$ cat src/rtl/serial_adder_seq_if.sv
// Operand, result and full-adder connections of the bit-serial adder sequencer.
// The slave side is the sequencer; the master side is its environment, including the full-adder cell.
interface serial_adder_seq_if #(
   parameter int WIDTH = 8
);
   logic             in_valid;
   logic             in_ready;
   logic [WIDTH-1:0] op_a;
   logic [WIDTH-1:0] op_b;
   logic             op_cin;
   logic             fa_a;
   logic             fa_b;
   logic             fa_cin;
   logic             fa_sum;
   logic             fa_cout;
   logic             out_valid;
   logic             out_ready;
   logic [WIDTH-1:0] sum;
   logic             cout;

   modport master (
      output in_valid, op_a, op_b, op_cin, out_ready, fa_sum, fa_cout,
      input  in_ready, fa_a, fa_b, fa_cin, out_valid, sum, cout
   );

   modport slave (
      input  in_valid, op_a, op_b, op_cin, out_ready, fa_sum, fa_cout,
      output in_ready, fa_a, fa_b, fa_cin, out_valid, sum, cout
   );
endinterface

$ cat src/rtl/serial_adder_seq.sv
// Bit-serial sequencer around an external 1-bit full adder: shifts operands out LSB first,
// collects sum bits and the running carry, then hands the result off over valid/ready.
module serial_adder_seq #(
   parameter int WIDTH = 8
) (
   input logic               clk,
   input logic               rst_n,
   serial_adder_seq_if.slave bus
);
   localparam int               CNT_W    = (WIDTH > 1) ? $clog2(WIDTH) : 1;
   localparam logic [CNT_W-1:0] LAST_BIT = CNT_W'(WIDTH - 1);

   typedef enum logic [1:0] {
      IDLE = 2'd0,
      RUN  = 2'd1,
      DONE = 2'd2
   } state_t;

   state_t           state;
   logic [WIDTH-1:0] a_sh;
   logic [WIDTH-1:0] b_sh;
   logic [WIDTH-1:0] sum_sh;
   logic             carry_q;
   logic [CNT_W-1:0] bit_cnt;
   logic             in_ready_q;
   logic             out_valid_q;
   logic             run_q;

   // run_q gates the adder inputs so the cell sees zeros outside RUN.
   assign bus.fa_a      = run_q & a_sh[0];
   assign bus.fa_b      = run_q & b_sh[0];
   assign bus.fa_cin    = run_q & carry_q;
   assign bus.in_ready  = in_ready_q;
   assign bus.out_valid = out_valid_q;
   assign bus.sum       = sum_sh;
   assign bus.cout      = carry_q;

   always_ff @(posedge clk or negedge rst_n) begin
      if (!rst_n) begin
         state       <= IDLE;
         a_sh        <= '0;
         b_sh        <= '0;
         sum_sh      <= '0;
         carry_q     <= 1'b0;
         bit_cnt     <= '0;
         in_ready_q  <= 1'b1;
         out_valid_q <= 1'b0;
         run_q       <= 1'b0;
      end else begin
         case (state)
            IDLE: begin
               if (bus.in_valid) begin
                  a_sh       <= bus.op_a;
                  b_sh       <= bus.op_b;
                  carry_q    <= bus.op_cin;
                  bit_cnt    <= '0;
                  in_ready_q <= 1'b0;
                  run_q      <= 1'b1;
                  state      <= RUN;
               end
            end
            RUN: begin
               sum_sh  <= {bus.fa_sum, sum_sh[WIDTH-1:1]};
               carry_q <= bus.fa_cout;
               a_sh    <= a_sh >> 1;
               b_sh    <= b_sh >> 1;
               // Counter returns to zero on the last bit so it never reaches WIDTH.
               if (bit_cnt == LAST_BIT) begin
                  bit_cnt     <= '0;
                  run_q       <= 1'b0;
                  out_valid_q <= 1'b1;
                  state       <= DONE;
               end else begin
                  bit_cnt <= bit_cnt + 1'b1;
               end
            end
            DONE: begin
               if (bus.out_ready) begin
                  out_valid_q <= 1'b0;
                  in_ready_q  <= 1'b1;
                  state       <= IDLE;
               end
            end
            default: begin
               in_ready_q  <= 1'b1;
               out_valid_q <= 1'b0;
               run_q       <= 1'b0;
               state       <= IDLE;
            end
         endcase
      end
   end
endmodule

$ cat src/flat_wrapper.sv
// flat-port wrapper written by rule: the top's interface ports become plain ports
module serial_adder_seq_flat 
#(
   parameter int WIDTH = 8
)
  (clk, rst_n, bus_in_valid, bus_op_a, bus_op_b, bus_op_cin, bus_out_ready, bus_fa_sum, bus_fa_cout, bus_in_ready, bus_fa_a, bus_fa_b, bus_fa_cin, bus_out_valid, bus_sum, bus_cout);
  serial_adder_seq_if #(.WIDTH(WIDTH)) bus_i ();
  input logic clk;
  input logic rst_n;
  input wire logic [$bits(bus_i.in_valid)-1:0] bus_in_valid;
  input wire logic [$bits(bus_i.op_a)-1:0] bus_op_a;
  input wire logic [$bits(bus_i.op_b)-1:0] bus_op_b;
  input wire logic [$bits(bus_i.op_cin)-1:0] bus_op_cin;
  input wire logic [$bits(bus_i.out_ready)-1:0] bus_out_ready;
  input wire logic [$bits(bus_i.fa_sum)-1:0] bus_fa_sum;
  input wire logic [$bits(bus_i.fa_cout)-1:0] bus_fa_cout;
  output wire logic [$bits(bus_i.in_ready)-1:0] bus_in_ready;
  output wire logic [$bits(bus_i.fa_a)-1:0] bus_fa_a;
  output wire logic [$bits(bus_i.fa_b)-1:0] bus_fa_b;
  output wire logic [$bits(bus_i.fa_cin)-1:0] bus_fa_cin;
  output wire logic [$bits(bus_i.out_valid)-1:0] bus_out_valid;
  output wire logic [$bits(bus_i.sum)-1:0] bus_sum;
  output wire logic [$bits(bus_i.cout)-1:0] bus_cout;
  assign bus_i.in_valid = bus_in_valid;
  assign bus_i.op_a = bus_op_a;
  assign bus_i.op_b = bus_op_b;
  assign bus_i.op_cin = bus_op_cin;
  assign bus_i.out_ready = bus_out_ready;
  assign bus_i.fa_sum = bus_fa_sum;
  assign bus_i.fa_cout = bus_fa_cout;
  assign bus_in_ready = bus_i.in_ready;
  assign bus_fa_a = bus_i.fa_a;
  assign bus_fa_b = bus_i.fa_b;
  assign bus_fa_cin = bus_i.fa_cin;
  assign bus_out_valid = bus_i.out_valid;
  assign bus_sum = bus_i.sum;
  assign bus_cout = bus_i.cout;
  serial_adder_seq #(.WIDTH(WIDTH)) u_core (.clk(clk), .rst_n(rst_n), .bus(bus_i));
endmodule
$ cat config.mk
export PLATFORM = sky130hd
export DESIGN_NAME = serial_adder_seq_flat
export DESIGN_NICKNAME = d
export VERILOG_FILES = /design/src/rtl/serial_adder_seq_if.sv /design/src/rtl/serial_adder_seq.sv /design/src/flat_wrapper.sv
export SDC_FILE = /design/constraint.sdc
export NUM_CORES = 1
export LEC_CHECK = 0
export CORE_UTILIZATION = 35
export DETAILED_ROUTE_END_ITERATION = 10
export PLACE_DENSITY_LB_ADDON = 0.15
export SETUP_SLACK_MARGIN = 0.5
export SYNTH_ARGS = -nofsm -noshare
export SYNTH_HDL_FRONTEND = slang
export SYNTH_SLANG_ARGS = --single-unit
$ cat constraint.sdc
create_clock -name clk -period 1.08 [get_ports clk]
set_input_delay 0.108 -clock clk [delete_from_list [all_inputs] [get_ports clk]]
set_output_delay 0.108 -clock clk [all_outputs]
set_load 0.03 [all_outputs]
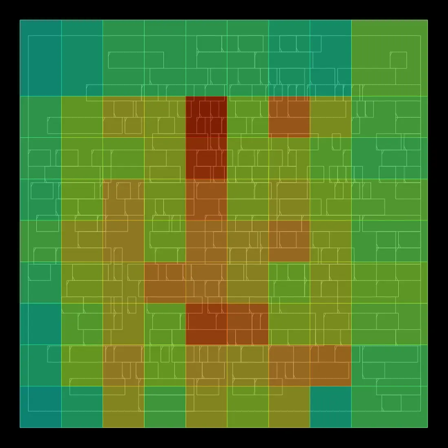
Figure 1: run 1, routing congestion map.
GR peak layer: met2
met1 usage: 23.2%
Util after Layout: 62.0%

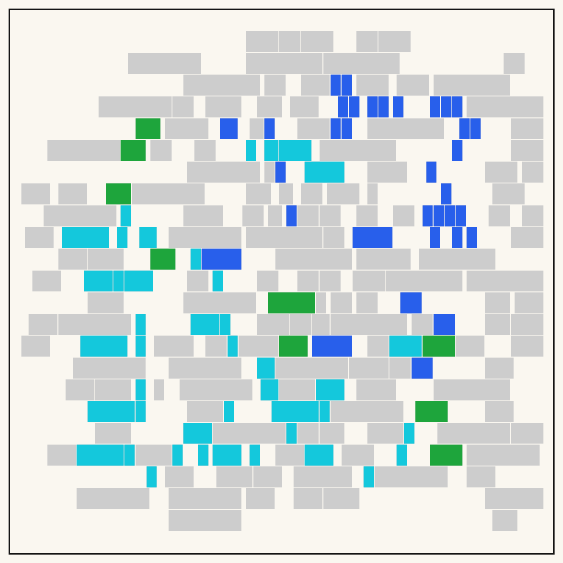
Figure 2: run 1, gate families picked out.
Scale: 8 px per µm.
[non-inverting ao/oa cells] green | cells: 9
[nand cells] blue | cells: 34
[nor cells] cyan | cells: 42
final non-filler cell total: 273
fraction of area in multi-input gates: 33.5%
most frequently placed logic cell in the final layout: sky130_fd_sc_hd__nand2_1

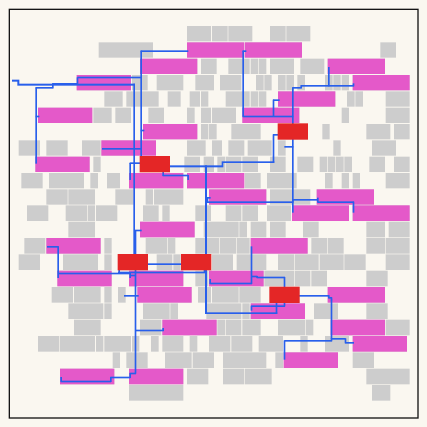
Figure 3: run 1, routed clock nets over the placement.
Scale: 6 px per µm.
[clock wires] blue | length: 443 µm
[flip-flops] magenta | count: 33
[clock-net drivers] red | count: 5
flops lie: all over the die

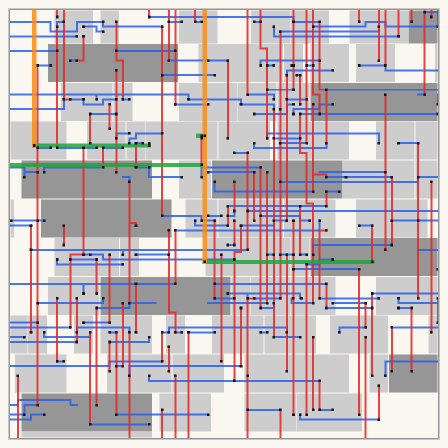
Figure 4: run 1, close-up of the layout.
Region (19, 5) to (49, 35) µm. Cells in grey, sequential cells in the stronger grey; small squares are vias.
[M3] green
[M1] blue
[M2] red
[M4] orange
netlist names of flops here include: u_core.a_sh (4), u_core.b_sh (3)
cells with their middle in the window: 62
most frequent: nor2_1 (11), buf_4 (8), dfrtp_1 (7)
sequential cells in the window: 8

==> run notes, run 1 <==
Figures from the implementation reports.

- The number of clock sinks is 33.
- The clock transition time at the flip-flop clock pins of the worst setup and hold paths is 0.06 ns.
- For the final routed database, the setup TNS stands at -1.28 ns.
- By area the synthesized netlist is led by sky130_fd_sc_hd__dfrtp_1, sky130_fd_sc_hd__nand2_1, sky130_fd_sc_hd__nor2_1.
- The aggregate global routing overflow is 0.
- Setup repair after global routing could not meet its margin everywhere.
- The synthesized instance count is 155.
- The length of routed wiring on met1 is 1.68 mm.
- Endpoints with negative setup slack in the final report add up to 25.
- The synthesis run shows the most used standard cells to be sky130_fd_sc_hd__dfrtp_1, sky130_fd_sc_hd__nand2_1, sky130_fd_sc_hd__nor2_1.
- In the synthesized netlist the async set-or-reset flop fraction comes to 100%.
- The H-tree depth is 2.
- The top layer used by detailed routing reads met4.
- The minimum setup slack after placement reads -0.299 ns.
- After layout, the worst setup slack is -0.0823 ns.
- The number of antenna violations at the first check in global routing reads 0.
- The share of synthesized cell area in and-or and or-and compound cells is 17.7%.
- The class of the most critical setup path is reg -> reg.
- The script reports the combined buffer and inverter count of the critical path as 2.
- The post-CTS hold buffer count recorded in the log is 0.
- The maximum number of pins on one net before global-route repair reads 34.
- The number of nets at floorplan is 180.
- The number of nets with antenna violations after routing is 0.
- The stage-log warning count is 29.
- The root buffer selected by CTS is sky130_fd_sc_hd__clkbuf_8.
- The data required time of the critical path is 1.29 ns.
- The synthesized area per cell reads 9.80 µm².
- The part of the power in combinational logic is 55.9%.
- In the global route stage, met2 resource usage came out at 30.8%.
- The prevailing post-synth register cell is sky130_fd_sc_hd__dfrtp_1.
- Setup slack on the worst reg-to-reg path comes out at -0.08 ns.
- For this design, the slowest cell found on the critical path is sky130_fd_sc_hd__dfrtp_2.
- The final reports fail on negative setup slack.
- The layout sequential cell count is 33.
- The floorplan report lists the tap cell count as 50.
- The final hold slack reads 0.189 ns.
- The flow ran to the end, but the final reports show violations.
- The switching share of power is 38.2%.
- The source of the worst register-to-register timing path is u_core.state[0]$_DFFE_PN0P_.
- The post-CTS repair timing setup buffer count is 14.
- The maximum root-to-sink buffer count reads 2.
- At the worst endpoint, the arrival time is 1.37 ns.
- The timing report lists the critical path depth as 5 cells.
- The final timing report lists a hold violation count of 0.
- The number of cells in the yosys synthesis report reads 155.
- The combinational-cell power consumption reads 4.06 mW.
==> inputs of run 2 (changes only) <==
- CAP_MARGIN: not set -> 40
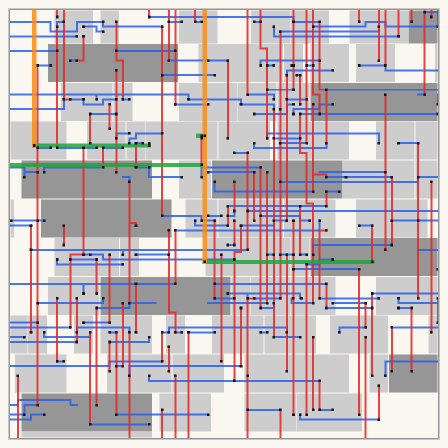
Figure 5: run 2, close-up of the layout.
Region (19, 5) to (49, 35) µm. Cells in grey, sequential cells in the stronger grey; small squares are vias.
[M2] red
[M4] orange
[M1] blue
[M3] green
netlist names of flops here include: u_core.a_sh (4), u_core.b_sh (3)
sequential cells in the window: 8
cells with their middle in the window: 62
most frequent: nor2_1 (11), buf_4 (8), dfrtp_1 (7)

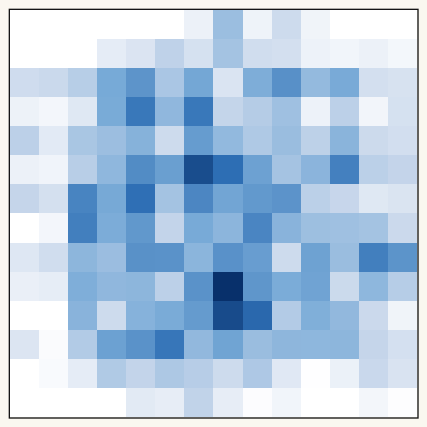
Figure 6: run 2, routed metal per tile.
Scale: 6 px per µm. 14 x 14 tiles, from white (low) to dark blue (high), scaled to the fullest tile. Values are wire area over tile area, all layers added.
densest ninth of the die: middle
mean over tiles: 0.13
tiles over half the peak: 21%
fullest tile: 0.40
nearly empty tiles: 13%

==> run notes, run 2 <==
Figures from the implementation reports.

- The hold violation total from the final report is 0 (unchanged).
- After synthesis, the cell types taking the most area are sky130_fd_sc_hd__dfrtp_1, sky130_fd_sc_hd__nand2_1, sky130_fd_sc_hd__nor2_1.
- Clock skew on the completed layout was measured at 0.00648 ns.
- The number of antenna violations at the first check in global routing is 0 (unchanged).
- The multi-input gate share of total cell area is 33.5% (unchanged).
- The antenna diode instance count reads 0.
- The final standard cell count with taps included and fillers excluded is 273 (unchanged).
- The critical path arrival is 1.37 ns (about the same).
- The worst setup path is of the reg -> reg kind.
- The share of flip-flops with an asynchronous set or reset after synthesis reads 100% (unchanged).
- The transition time at the pin with the least slew margin reads 0.397 ns.
- The H-tree depth reads 2 (unchanged).
- The slowest stage of the critical path is the sky130_fd_sc_hd__dfrtp_2 cell.
- The switching share of power is 38.2% (unchanged).
- The minimum setup slack after placement is -0.299 ns (unchanged).
- The peak ir drop on the vdd network is 0.00104 V.
- The flow ran to the end, but the final reports show violations.
- The net count of the finished layout is 247.
- The flow reports power dissipated in sequential cells as 2.25 mW.
- In the final layout, non-clock buffers account for 26.9% of the cell area.
- The area taken by sequential standard cells is reported as 843 µm².
- The synthesis area per yosys is 1520 µm².
- The total of endpoints with negative setup slack in the final report is 25 (unchanged).
- The critical path depth in cells is 5 (unchanged).
- The most numerous cell on the critical path reads sky130_fd_sc_hd__buf_6.
- The global-route track usage on met1 is 23.2% (unchanged).
- The count of synthesis-stage warnings from yosys reads 0.
- The number of buffers and inverters on the critical path is 2 (unchanged).
- The synthesized area per cell came to 9.80 µm² (unchanged).
- The source of the worst register-to-register timing path is u_core.state[0]$_DFFE_PN0P_.
- In the global route stage, met3 resource usage came out at 5.50%.
- After layout, the buffer instance count without clock buffers stands at 69.
- The number of cells in the yosys synthesis report is 155 (unchanged).
- The leakage component of the power was reported as 1.11 nW.
- The data required time of the critical path reads 1.29 ns (about the same).
- The maximum number of pins on one net before global-route repair is 34 (unchanged).
- The worst-case register-to-register setup slack came to -0.08 ns (about the same).
- The number of nets with antenna violations after routing came to 0 (unchanged).
- The total die size reads 4610 µm².
- The number of buffers inserted for hold repair after clock tree synthesis was 0 (unchanged).
- Per the cell usage report, the commonest logic cell in the layout is sky130_fd_sc_hd__nand2_1.
- The tapcell count is 50 (unchanged).
- The aggregate global routing overflow reads 0 (unchanged).
- The internal power summed over all cells is 4.49 mW.
- The final hold slack is 0.189 ns (unchanged).
- The clock transition time at the flip-flop clock pins of the worst setup and hold paths came to 0.06 ns (about the same).
- The kind of path behind the tightest hold check reads in -> async.
- The detailed router's first-iteration violation count reads 54.
- The number of clock sinks reads 33 (unchanged).
- The origin of the worst setup path is u_core.state[0]$_DFFE_PN0P_.
- Ranking logic cells in the layout by count gives the top entries sky130_fd_sc_hd__nand2_1, sky130_fd_sc_hd__buf_4, sky130_fd_sc_hd__nor2_1.
- Per the synth stats, the flop cell with the highest instance count is sky130_fd_sc_hd__dfrtp_1.
- For reference, the top cells by count after synthesis are sky130_fd_sc_hd__dfrtp_1, sky130_fd_sc_hd__nand2_1, sky130_fd_sc_hd__nor2_1.
- The number of gates resized after CTS is 39.
- The part of the power in combinational logic came to 55.9% (about the same).
- The met2 usage in global routing came to 30.8% (unchanged).
- For this sky-water flow run, the detailed-routed wirelength per cell is reported as 13.5 µm.
- Setup repair after global routing could not meet its margin everywhere.
- The busiest layer in global routing is met2.
- The length of routed wiring on met1 was 1.68 mm (unchanged).
- Per report_power, the top consumer among the power groups is combinational cells.
- The maximum root-to-sink buffer count reads 2 (unchanged).
- The stage-log warning count reads 29 (unchanged).
- The post-synthesis mux area share reads 0%.
- The root buffer selected by CTS reads sky130_fd_sc_hd__clkbuf_8.
- The final-layout setup total negative slack reads -1.28 ns (unchanged).
- Per the synth log, the flip-flop and latch total comes to 33.
- The endpoint of the most critical setup path is u_core.bus.in_ready$_DFFE_PN1P_.
- The minimum setup slack in the final design came to -0.0823 ns (unchanged).
- The post-synthesis share of cell area spent on xor and xnor gates is 0%.
- The share of synthesized cell area in and-or and or-and compound cells reads 17.7% (unchanged).
- The highest layer touched by signal routing is met4.
- The number of cells produced by synthesis is 155 (unchanged).
- The number of nets at floorplan is 180 (unchanged).
- The final core utilization is 62.0% (unchanged).
- The total CTS buffers reads 5.
- The checks that failed: negative setup slack.
- The post-CTS repair timing setup buffer count is 14 (unchanged).
- The layout sequential cell count was 33 (unchanged).
- The combinational-cell power consumption reads 4.06 mW (about the same).
==> inputs of run 3 (changes only) <==
- clock period: 1.08 -> 1.3 ns (I/O delays scaled with it)
==> run notes, run 3 <==
Figures from the implementation reports.

- By area, combinational gates come first.
- The maximum root-to-sink buffer count reads 2 (unchanged).
- The synthesized area per cell is 9.80 µm² (unchanged).
- The fraction of area in clock buffers and inverters reads 3.38%.
- The aggregate global routing overflow was 0 (unchanged).
- The number of buffers and inverters on the critical path came to 1 (-1).
- The synthesis area per yosys reads 1520 µm² (unchanged).
- The tree is rooted in a sky130_fd_sc_hd__clkbuf_8.
- The peak ir drop on the vdd network came to 0.000852 V (-18%).
- The transition time at the pin with the least slew margin reads 0.468 ns (+0.0712 ns).
- The busiest layer in global routing is met2.
- The detailed router's first-iteration violation count reads 48 (-11%).
- The slowest stage cell on the critical path reads sky130_fd_sc_hd__dfrtp_2.
- The area occupied by registers came to 832 µm² (-1.3%).
- The most critical min-delay path falls under in -> async.
- The number of pins with negative max-slew slack in the final report reads 0.
- The share of flip-flops with an asynchronous set or reset after synthesis is 100% (unchanged).
- The count of synthesis-stage warnings from yosys reads 0 (unchanged).
- The critical path depth in cells reads 4 (-1).
- The overall track demand over capacity in global routing is 18.5%.
- The chip height is 67.9 µm.
- The post-synthesis share of cell area spent on xor and xnor gates is 0% (unchanged).
- The length of routed wiring on met1 reads 1.68 mm (+0.12%).
- The relative contribution of the clock network to total power is 12.2%.
- The power drawn by the sequential cells reads 1.89 mW (-16%).
- The data required time of the critical path reads 1.49 ns (+0.20 ns).
- The final hold slack came to 0.209 ns (+0.0198 ns).
- The maximum number of pins on one net before global-route repair is 34 (unchanged).
- By area the synthesized netlist is led by sky130_fd_sc_hd__dfrtp_1, sky130_fd_sc_hd__nand2_1, sky130_fd_sc_hd__nor2_1.
- The antenna diode instance count is 0 (unchanged).
- The minimum setup slack in the final design is 0.107 ns (+0.190 ns).
- After floorplanning, the core was divided into 23 placement rows.
- Following the worst setup path forward leads to its endpoint at u_core.a_sh[4]$_DFFE_PN0P_.
- The number of cells in the yosys synthesis report is 155 (unchanged).
- The net count of the finished layout was 247 (unchanged).
- The total of endpoints with negative setup slack in the final report is 0 (-100%).
- The critical path arrival reads 1.38 ns (about the same).
- The internal power summed over all cells is 3.94 mW (-12%).
- The stage-log warning count is 29 (unchanged).
- The residual DRC count reads 0.
- The H-tree depth reads 2 (unchanged).
- The run finished with clean final reports.
- The final standard cell count with taps included and fillers excluded reads 273 (unchanged).
- The number of cells produced by synthesis reads 155 (unchanged).
- STA classifies the critical path startpoint as a flop.
- The achievable clock frequency reads 838 MHz.
- The worst clock skew is 0.00737 ns (+0.000898 ns).
- The number of antenna violations at the first check in global routing reads 0 (unchanged).
- Setup repair after global routing could not meet its margin everywhere.
- The final-layout setup total negative slack reads 0 ns (+1.28 ns).
- The number of nets with antenna violations after routing is 0 (unchanged).
- The tapcell count reads 50 (unchanged).
- The layout sequential cell count reads 33 (unchanged).
- The combinational-cell power consumption was 3.78 mW (-6.9%).
- In the layout the commonest cells are sky130_fd_sc_hd__dfrtp_1, sky130_fd_sc_hd__clkdlybuf4s50_1, sky130_fd_sc_hd__buf_6.
- The top layer used by detailed routing is met4.
- The synthesis-stage register bit count reads 33 (unchanged).
- The number of logic gates is 111.
- Ranked by instance count, the synthesized netlist is headed by sky130_fd_sc_hd__dfrtp_1, sky130_fd_sc_hd__nand2_1, sky130_fd_sc_hd__nor2_1.
- The number of clock sinks is 33 (unchanged).
- The clock transition time at the flip-flop clock pins of the worst setup and hold paths reads 0.07 ns (about the same).
- The multi-input gate share of total cell area is 34.9% (+1.5 points).
- The source of the worst register-to-register timing path is u_core.state[0]$_DFFE_PN0P_.
- The number of gates resized after CTS is 117 (+200%).
- The total power divided by cell area is 2420 nW/µm².
- The part of the power in combinational logic was 58.5% (+2.6 points).
- The non-clock buffer contribution to total cell area is 27.7% (+0.80 points).
- The number of nets at floorplan reads 180 (unchanged).
- The worst-case register-to-register setup slack reads 0.11 ns (+0.19 ns).
- The hold violation total from the final report reads 0 (unchanged).
- Per the synth stats, the flop cell with the highest instance count is sky130_fd_sc_hd__dfrtp_1.
- The minimum setup slack after placement reads -0.133 ns (+0.166 ns).
- The standby leakage power is 1.16 nW (+5.0%).
- The post-synthesis mux area share reads 0% (unchanged).
- The largest area contributor in the synthesized netlist is sky130_fd_sc_hd__dfrtp_1.
- The leading power group reads combinational cells.
- The share of synthesized cell area in and-or and or-and compound cells reads 17.7% (unchanged).
- The most instantiated logic cell after routing reads sky130_fd_sc_hd__dfrtp_1.
- The post-CTS repair timing setup buffer count came to 11 (-3).
- The total die size was 4610 µm² (unchanged).
- The number of ordinary and repair buffers in the finished layout was 69 (unchanged).
- The register area share after synthesis reads 54.4%.
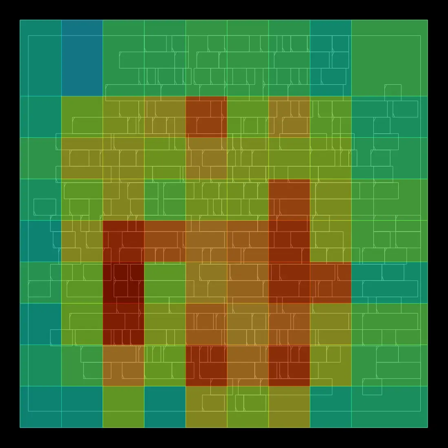
Figure 7: run 3, routing congestion map.
met1 usage: 24.7%
routing usage on met3: 4.00%
Util after Layout: 65.2%
met2 usage in global routing: 28.3%
WL/cell: 14.5 µm

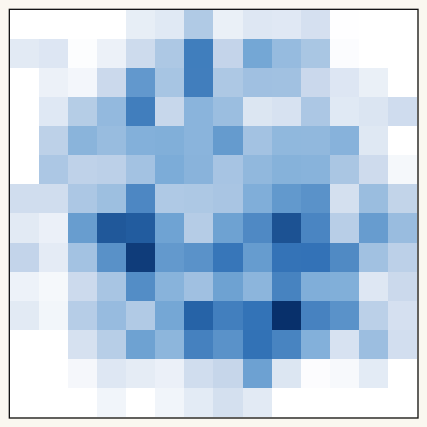
Figure 8: run 3, routed metal per tile.
Scale: 6 px per µm. 14 x 14 tiles, from white (low) to dark blue (high), scaled to the fullest tile. Values are wire area over tile area, all layers added.
nearly empty tiles: 16%
densest ninth of the die: middle
tiles over half the peak: 22%
fullest tile: 0.44

Power and IR drop assume default switching activity.
